==> src/rtl/micro_sequencer.sv <==
// micro_sequencer: micro-PC next-address unit with a small return stack
// and run/halt control for the microprogrammed control unit.
module micro_sequencer #(
    parameter int ADDR_W      = 8,
    parameter int COND_W      = 8,
    parameter int STACK_DEPTH = 4
) (
    input  logic                      clk,
    input  logic                      rst,
    input  logic                      start,
    input  logic                      stall,
    input  logic [2:0]                seq_op,
    input  logic [$clog2(COND_W)-1:0] cond_sel,
    input  logic [COND_W-1:0]         cond,
    input  logic [ADDR_W-1:0]         br_addr,
    input  logic [ADDR_W-1:0]         mbr_addr,
    output logic [ADDR_W-1:0]         mpc,
    output logic                      running,
    output logic                      halted,
    output logic                      stk_err
);
    localparam int IDX_W = $clog2(STACK_DEPTH);
    localparam int SP_W  = IDX_W + 1;

    localparam logic [2:0] OP_INC   = 3'd0;
    localparam logic [2:0] OP_JMP   = 3'd1;
    localparam logic [2:0] OP_JMPC  = 3'd2;
    localparam logic [2:0] OP_JMPNC = 3'd3;
    localparam logic [2:0] OP_MBR   = 3'd4;
    localparam logic [2:0] OP_CALL  = 3'd5;
    localparam logic [2:0] OP_RET   = 3'd6;
    localparam logic [2:0] OP_HALT  = 3'd7;

    typedef enum logic [1:0] {
        S_IDLE,
        S_RUN,
        S_HALTED
    } state_t;

    state_t            state;
    logic [ADDR_W-1:0] stack [STACK_DEPTH];
    logic [SP_W-1:0]   sp;
    logic [IDX_W-1:0]  top_idx;
    logic [ADDR_W-1:0] mpc_inc;
    logic              cond_bit;
    logic              full;
    logic              empty;
    logic              advance;
    logic              push;

    assign mpc_inc  = mpc + ADDR_W'(1);
    assign full     = (sp == SP_W'(STACK_DEPTH));
    assign empty    = (sp == '0);
    assign top_idx  = sp[IDX_W-1:0] - IDX_W'(1);
    assign cond_bit = (32'(cond_sel) < COND_W) ? cond[cond_sel] : 1'b0;
    assign advance  = (state == S_RUN) && !stall;
    assign push     = advance && (seq_op == OP_CALL) && !full;

    // Stack storage has no reset; only the pointer is cleared.
    always_ff @(posedge clk) begin
        if (!rst && push) begin
            stack[sp[IDX_W-1:0]] <= mpc_inc;
        end
    end

    always_ff @(posedge clk) begin
        if (rst) begin
            mpc     <= '0;
            state   <= S_IDLE;
            running <= 1'b0;
            halted  <= 1'b0;
            stk_err <= 1'b0;
            sp      <= '0;
        end else begin
            case (state)
                S_IDLE: begin
                    if (start) begin
                        state   <= S_RUN;
                        running <= 1'b1;
                    end
                end
                S_HALTED: begin
                    if (start) begin
                        state   <= S_RUN;
                        running <= 1'b1;
                        halted  <= 1'b0;
                        mpc     <= mpc_inc;
                    end
                end
                S_RUN: begin
                    if (advance) begin
                        case (seq_op)
                            OP_INC:   mpc <= mpc_inc;
                            OP_JMP:   mpc <= br_addr;
                            OP_JMPC:  mpc <= cond_bit ? br_addr : mpc_inc;
                            OP_JMPNC: mpc <= cond_bit ? mpc_inc : br_addr;
                            OP_MBR:   mpc <= mbr_addr;
                            OP_CALL: begin
                                mpc <= br_addr;
                                if (full) begin
                                    stk_err <= 1'b1;
                                end else begin
                                    sp <= sp + SP_W'(1);
                                end
                            end
                            OP_RET: begin
                                if (empty) begin
                                    mpc     <= '0;
                                    stk_err <= 1'b1;
                                end else begin
                                    mpc <= stack[top_idx];
                                    sp  <= sp - SP_W'(1);
                                end
                            end
                            OP_HALT: begin
                                state   <= S_HALTED;
                                running <= 1'b0;
                                halted  <= 1'b1;
                            end
                            default: mpc <= mpc;
                        endcase
                    end
                end
                default: begin
                    state   <= S_IDLE;
                    running <= 1'b0;
                    halted  <= 1'b0;
                end
            endcase
        end
    end
endmodule

==> config.mk <==
export PLATFORM = sky130hd
export DESIGN_NAME = micro_sequencer
export DESIGN_NICKNAME = d
export VERILOG_FILES = /design/src/rtl/micro_sequencer.sv
export SDC_FILE = /design/constraint.sdc
export NUM_CORES = 1
export LEC_CHECK = 0
export ABC_AREA = 1
export CORE_ASPECT_RATIO = 0.7
export CORE_UTILIZATION = 35
export DETAILED_ROUTE_END_ITERATION = 8
export PLACE_DENSITY_LB_ADDON = 0.3
export SLEW_MARGIN = 40
export SYNTH_ARGS = -nofsm -noshare
export SYNTH_HDL_FRONTEND = slang
export SYNTH_SLANG_ARGS = --single-unit
==> constraint.sdc <==
create_clock -name clk -period 2.9 [get_ports clk]
set_input_delay 0.58 -clock clk [delete_from_list [all_inputs] [get_ports clk]]
set_output_delay 0.58 -clock clk [all_outputs]
set_load 0.05 [all_outputs]
==> run_1/power_grid.png <==
(3 px per um) Pins as bars on the die edge.
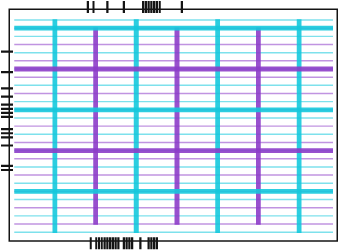
Key: VSS = cyan; VDD = purple
45 signal pins sit on the boundary. The core has 26 rows. 7 straps on met4. 5 straps on met5. 27 met1 rails follow the rows.
chip width: 108.8 um
Max rail drop VDD: 279.8 uV

==> run_1/placement_by_type.png <==
(4 px per um) Fill, decap, tap and diode cells in gray.
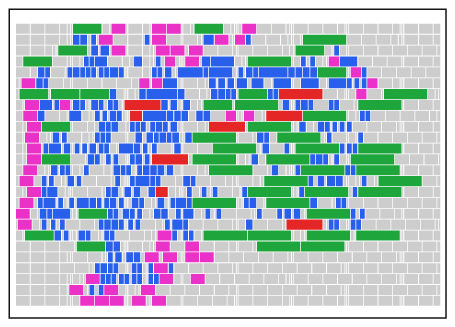
Key: other buffers and delay cells = magenta [cells 55, share of their area 15%]; flops = green [cells 48, share of their area 37%]; clock drivers and dummy loads = red [cells 8, share of their area 5.0%]; combinational and other logic = blue [cells 299, share of their area 42%]
Seq/total area: 0.3602
row cnt: 26
Core Area: 7515 sq um
fin area: 3557 sq um

==> run_1/clk_routes.png <==
(4 px per um)
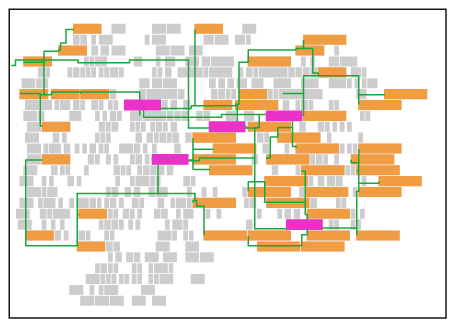
Key: flip-flops = orange [count 48]; clock drivers = magenta [count 5]; clock wires = green [length 638 um]
There are 6 routed clock nets.

run 1: final cells by class:
class / count / area [sq um]
clock inverter: 3 / 47.55
sequential: 48 / 1281
multi-input combinational: 255 / 1292
tap: 98 / 122.6
inverter: 44 / 165.2
timing repair buffer: 55 / 523.0
clock buffer: 5 / 125.1
fill: 745 / 3958
run 1: logic make-up after synthesis:
| logic type | share of synthesized area |
|---|---|
| compound gates | 0.1141 |
| xor+xnor | 0.01566 |
| fa+ha+maj | 0.02953 |
| buf+inv | 0.07963 |
| flops | 0.4582 |
| simple gates | 0.3029 |
run 1: where the power goes:
part	internal, W	switching, W
logic	0.000141	0.000235
registers	0.000751	0.0000192
clock network	0.000410	0.000263
==> GITHUB_STEP_SUMMARY, run 1 <==
### Metrics collected by this job

| Metric | Value |
|---|---|
| Tcrit/Tclk final | 0.7908 |
| Fp util | 0.3721 |
| Cts hold-fix bufs | 0 |
| Commonest Layout Cell | nand2_1 |
| Setup repair after global routing missed its margin | no |
| Core Util, Final | 0.4734 |
| WS Path Type | flip-flop to output pin |
| PortBufs | 44 |
| Max reg flops | 32 |
| Leakage | 1.395 nW |
| Postcts setup bufs | 0 |
| Vias per Instance | 4.774 |
| Via count | 2425 |
| Outcome | complete, no violations |
| CP peak stage delay | 0.89 ns |
| Power Dens Cells | 511.2 nW/um^2 |
| Final WL | 6911 um |
| CTS resizes | 0 |
| Element type at the critical path start | flip-flop |
| Final Hold Viols | 0 |
| Top area contributor share | 0.3436 |
| Antenna cells | 0 |
| Worst Hold Path EP | halted$_SDFFE_PP0P_ |
| Worst hold path cell count | 2 |
| Top area cell types | edfxtp_1 (34%), dfxtp_1 (11%), nand2_1 (11%) |
| M1 WL | 3501 um |
| DR iter-0 viols | 158 |
| FF-to-FF path depth | 13 |
| Seq share, synth | 0.4582 |
| Latency at later pin | 0.29 ns |
| Fin Setup TNS | 0 ns |
| Top cells excl fill/tap | nand2_1 (81), nor2_1 (48), nand3_1 (44), clkdlybuf4s50_1 (44), inv_1 (39) |
| Share of post-route cells with drive strength above 1 | 0.08780 |
| Worst-margin pin slew | 0.6364 ns |
| End of the critical path | mpc[0] |
| Internal reg-to-reg setup slack | 0.80 ns |
| Avg Synthesized Cell Area | 7.855 sq um |
| GR Util met1 | 0.2718 |
| Crit path DRT | 2.32 ns |
| Largest net degree at the start of global routing | 22 |
| Die ar. | 8357 sq um |
| Placer Congestion | 0.9290 |
| Fmax | 0.4361 GHz |
| Synth async-reset ratio | 0 |
| Synth Register Bits | 48 |
| DRT antenna net count | 0 |
| Syn-to-layout area delta | 27.20% |
| YS chip area | 2796 sq um |
| CP Max Fanout | 8 |
| Fin cells | 508 |
| CP startpoint | mpc[0]$_SDFFE_PP0P_ |
| Ports | 45 |
| HPWL after DPL | 5201 um |
| Family with the most delay on the worst path | buffers and inverters |
| Gr busiest metal | met1 |
| Htree depth | 2 |
| Global-route wire length before repair | 11560 um |
| Crit path capture type | output pin |
| Dpl cell area | 3385 sq um |
| Net Count, Synth | 396 |
| Met2 Use GR | 0.2551 |
| Ys cells | 356 |
| Placed cells | 500 |
| Design Power | 0.001818 W |
| Bufs and invs on worst path | 1 |
| Post-synth top flop | edfxtp_1 |
| Arr. time, crit path | 1.71 ns |
| Class of the worst hold path | flip-flop to flip-flop |
| Synth Instances | 356 |
| Synth Warn # | 0 |
| Yosys top cell by instances | nand2_1 |
| Max cap viols | 0 |
| Drt drc | 0 |
| Tool Warnings | 29 |
| Uppermost layer routed | met4 |
| Drt wl/cell | 13.60 um |
| Crit path cell chain | clkdlybuf4s50_1 |
| Global routing met3 resource utilization | 0.05527 |
| CTS tree | yes |
| Num Clock Sinks | 48 |
| Nets | 449 |
| Pins over their slew limit | 0 |
| Met3 wire length | 511 um |
==> run 1 -> run 2 <==
==> constraint.sdc (replaced) <==
create_clock -name clk -period 2.3 [get_ports clk]
set_input_delay 0.46 -clock clk [delete_from_list [all_inputs] [get_ports clk]]
set_output_delay 0.46 -clock clk [all_outputs]
set_load 0.05 [all_outputs]
==> run_2/clk_routes.png <==
(4 px per um)
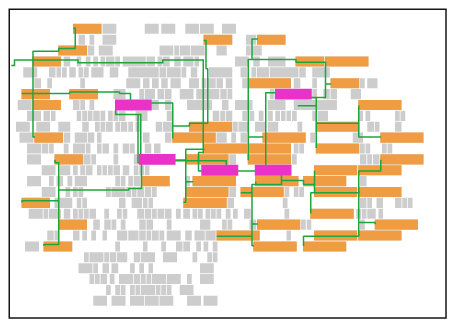
Key: clock wires = green [length 608 um]; clock drivers = magenta [count 5]; flip-flops = orange [count 48]
There are 6 routed clock nets.

==> run_2/congestion.png <==
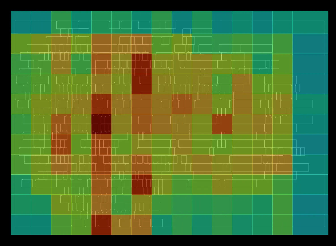
gr busiest metal: met2
global routing met3 resource utilization: 0.03316
drt wl/cell: 13.30 um
GR Util met1: 0.2649
met2 Use GR: 0.2677

==> run_2/power_grid.png <==
(3 px per um) Pins as bars on the die edge.
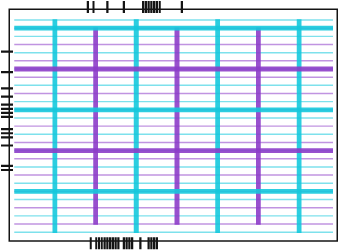
Key: VDD = purple; VSS = cyan
45 signal pins sit on the boundary. The core has 26 rows.

==> run 2 against run 1 <==
Compared with the run above:
- non-clock buffer count is 8 higher
- synthesized cell count stayed put
- via count is 3.0% higher
- largest power group unchanged
- worst setup slack worse by 0.42 ns
- first-iteration DRC count is 19% higher
- clock-buffer cell count stayed put
- core utilization is 0.80 points higher
- critical path depth stayed put
==> GITHUB_STEP_SUMMARY, run 2 <==
### Metrics collected by this job

| Metric | Value |
|---|---|
| Outcome | complete, no violations (unchanged) |
| Adder Share, Synth | 0.02953 (unchanged) |
| Post-synth top flop | edfxtp_1 (unchanged) |
| PortBufs | 44 (unchanged) |
| Fmax | 0.4732 GHz |
| Placed cells | 508 (was 500) |
| Crit path capture type | output pin (unchanged) |
| Avg Synthesized Cell Area | 7.855 sq um (unchanged) |
| Xor+xnor area frac | 0.01566 (unchanged) |
| Synth Instances | 356 (unchanged) |
| Sw Share | 0.2800 (was 0.2842) |
| Dominant kind of combinational cell | simple AND/OR/NAND/NOR gates (unchanged) |
| Mux area share | 0 (unchanged) |
| Top area cell types | edfxtp_1 (34%), dfxtp_1 (11%), nand2_1 (11%) (unchanged) |
| Met3 wire length | 284 um (was 511 um) |
| Latency at later pin | 0.28 ns (was 0.29 ns) |
| Vias per Instance | 4.839 (was 4.774) |
| Dpl cell area | 3445 sq um (was 3385 sq um) |
| Ports | 45 (unchanged) |
| Global-route wire length before repair | 11570 um (was 11560 um) |
| Seq share, synth | 0.4582 (unchanged) |
| Pins over their slew limit | 0 (unchanged) |
| Setup repair after global routing missed its margin | no (unchanged) |
| Bufs and invs on worst path | 1 (unchanged) |
| DR iter-0 viols | 188 (was 158) |
| CP startpoint | mpc[0]$_SDFFE_PP0P_ (unchanged) |
| Ys cells | 356 (unchanged) |
| DRT antenna net count | 0 (unchanged) |
| CP peak stage delay | 0.87 ns (was 0.89 ns) |
| Family with the most delay on the worst path | buffers and inverters (unchanged) |
| Top cells excl fill/tap | nand2_1 (81), nor2_1 (48), nand3_1 (44), clkdlybuf4s50_1 (44), inv_1 (39) (unchanged) |
| Cts hold-fix bufs | 0 (unchanged) |
| Largest net degree at the start of global routing | 21 (was 22) |
| Core Util, Final | 0.4814 (was 0.4734) |
| Leading power group | sequential cells (unchanged) |
| Uppermost layer routed | met4 (unchanged) |
| HPWL after DPL | 5311 um (was 5201 um) |
| Nets | 457 (was 449) |
| P_sw | 0.0006418 W (was 0.0005167 W) |
| Chip width | 108.8 um (unchanged) |
| Core Area | 7515 sq um (unchanged) |
| Class of the worst hold path | flip-flop to flip-flop (unchanged) |
| Synth Register Bits | 48 (unchanged) |
| Yosys top cell by instances | nand2_1 (unchanged) |
| P_comb | 0.000485 W (was 0.000375 W) |
| Fin Setup TNS | 0 ns (unchanged) |
| Syn-to-layout area delta | 29.35% (was 27.20%) |
| Postcts setup bufs | 0 (unchanged) |
| Synth async-reset ratio | 0 (unchanged) |
| Placer Congestion | 0.9154 (was 0.9290) |
| Cell internal pwr | 0.001651 W (was 0.001302 W) |
| Share of post-route cells with drive strength above 1 | 0.1053 (was 0.08780) |
| Drt drc | 0 (unchanged) |
| CTS resizes | 0 (unchanged) |
| Crit path DRT | 1.84 ns (was 2.32 ns) |
| Final WL | 6865 um (was 6911 um) |
| Max reg flops | 32 (unchanged) |
| Arr. time, crit path | 1.65 ns (was 1.71 ns) |
| Max cap viols | 0 (unchanged) |
| M1 WL | 3565 um (was 3501 um) |
| Yosys aoi share | 0.1141 (unchanged) |
| Htree depth | 2 (unchanged) |
| Power Dens Cells | 633.8 nW/um^2 (was 511.2 nW/um^2) |
| Fin cells | 516 (was 508) |
| Final Hold Viols | 0 (unchanged) |
| Clk network pwr share | 0.365 (was 0.370) |
| Crit path cell chain | clkdlybuf4s50_1 (unchanged) |
run 2: cell types whose count changed in the layout (fill, tap and decap cells not counted):
| cell | delta |
|---|---|
| buf_4 | +8 |
run 2: final timing paths:
kind / to / slack, ns / cells past startpoint
hold / removal: halted$_SDFFE_PP0P_ / 0.46 / 2
setup reg to reg: mpc[0]$_SDFFE_PP0P_ / 0.39 / 11
hold reg to reg: halted$_SDFFE_PP0P_ / 0.46 / 2
setup / recovery: mpc[0] / 0.19 / 1
run 2: final cells by class:
cell class	count	area, sq um
clock buffer	5	125.1
sequential	48	1281
timing repair buffer	63	583.1
clock inverter	3	47.55
multi-input combinational	255	1292
inverter	44	165.2
fill	726	3897
tap	98	122.6
run 2: tightest hold or removal path: stages (launching register included):
cell and delay, ns:
dfxtp_1 0.31, nand2_1 0.06, a21oi_1 0.05
Power is estimated from default activity; no workload was simulated.
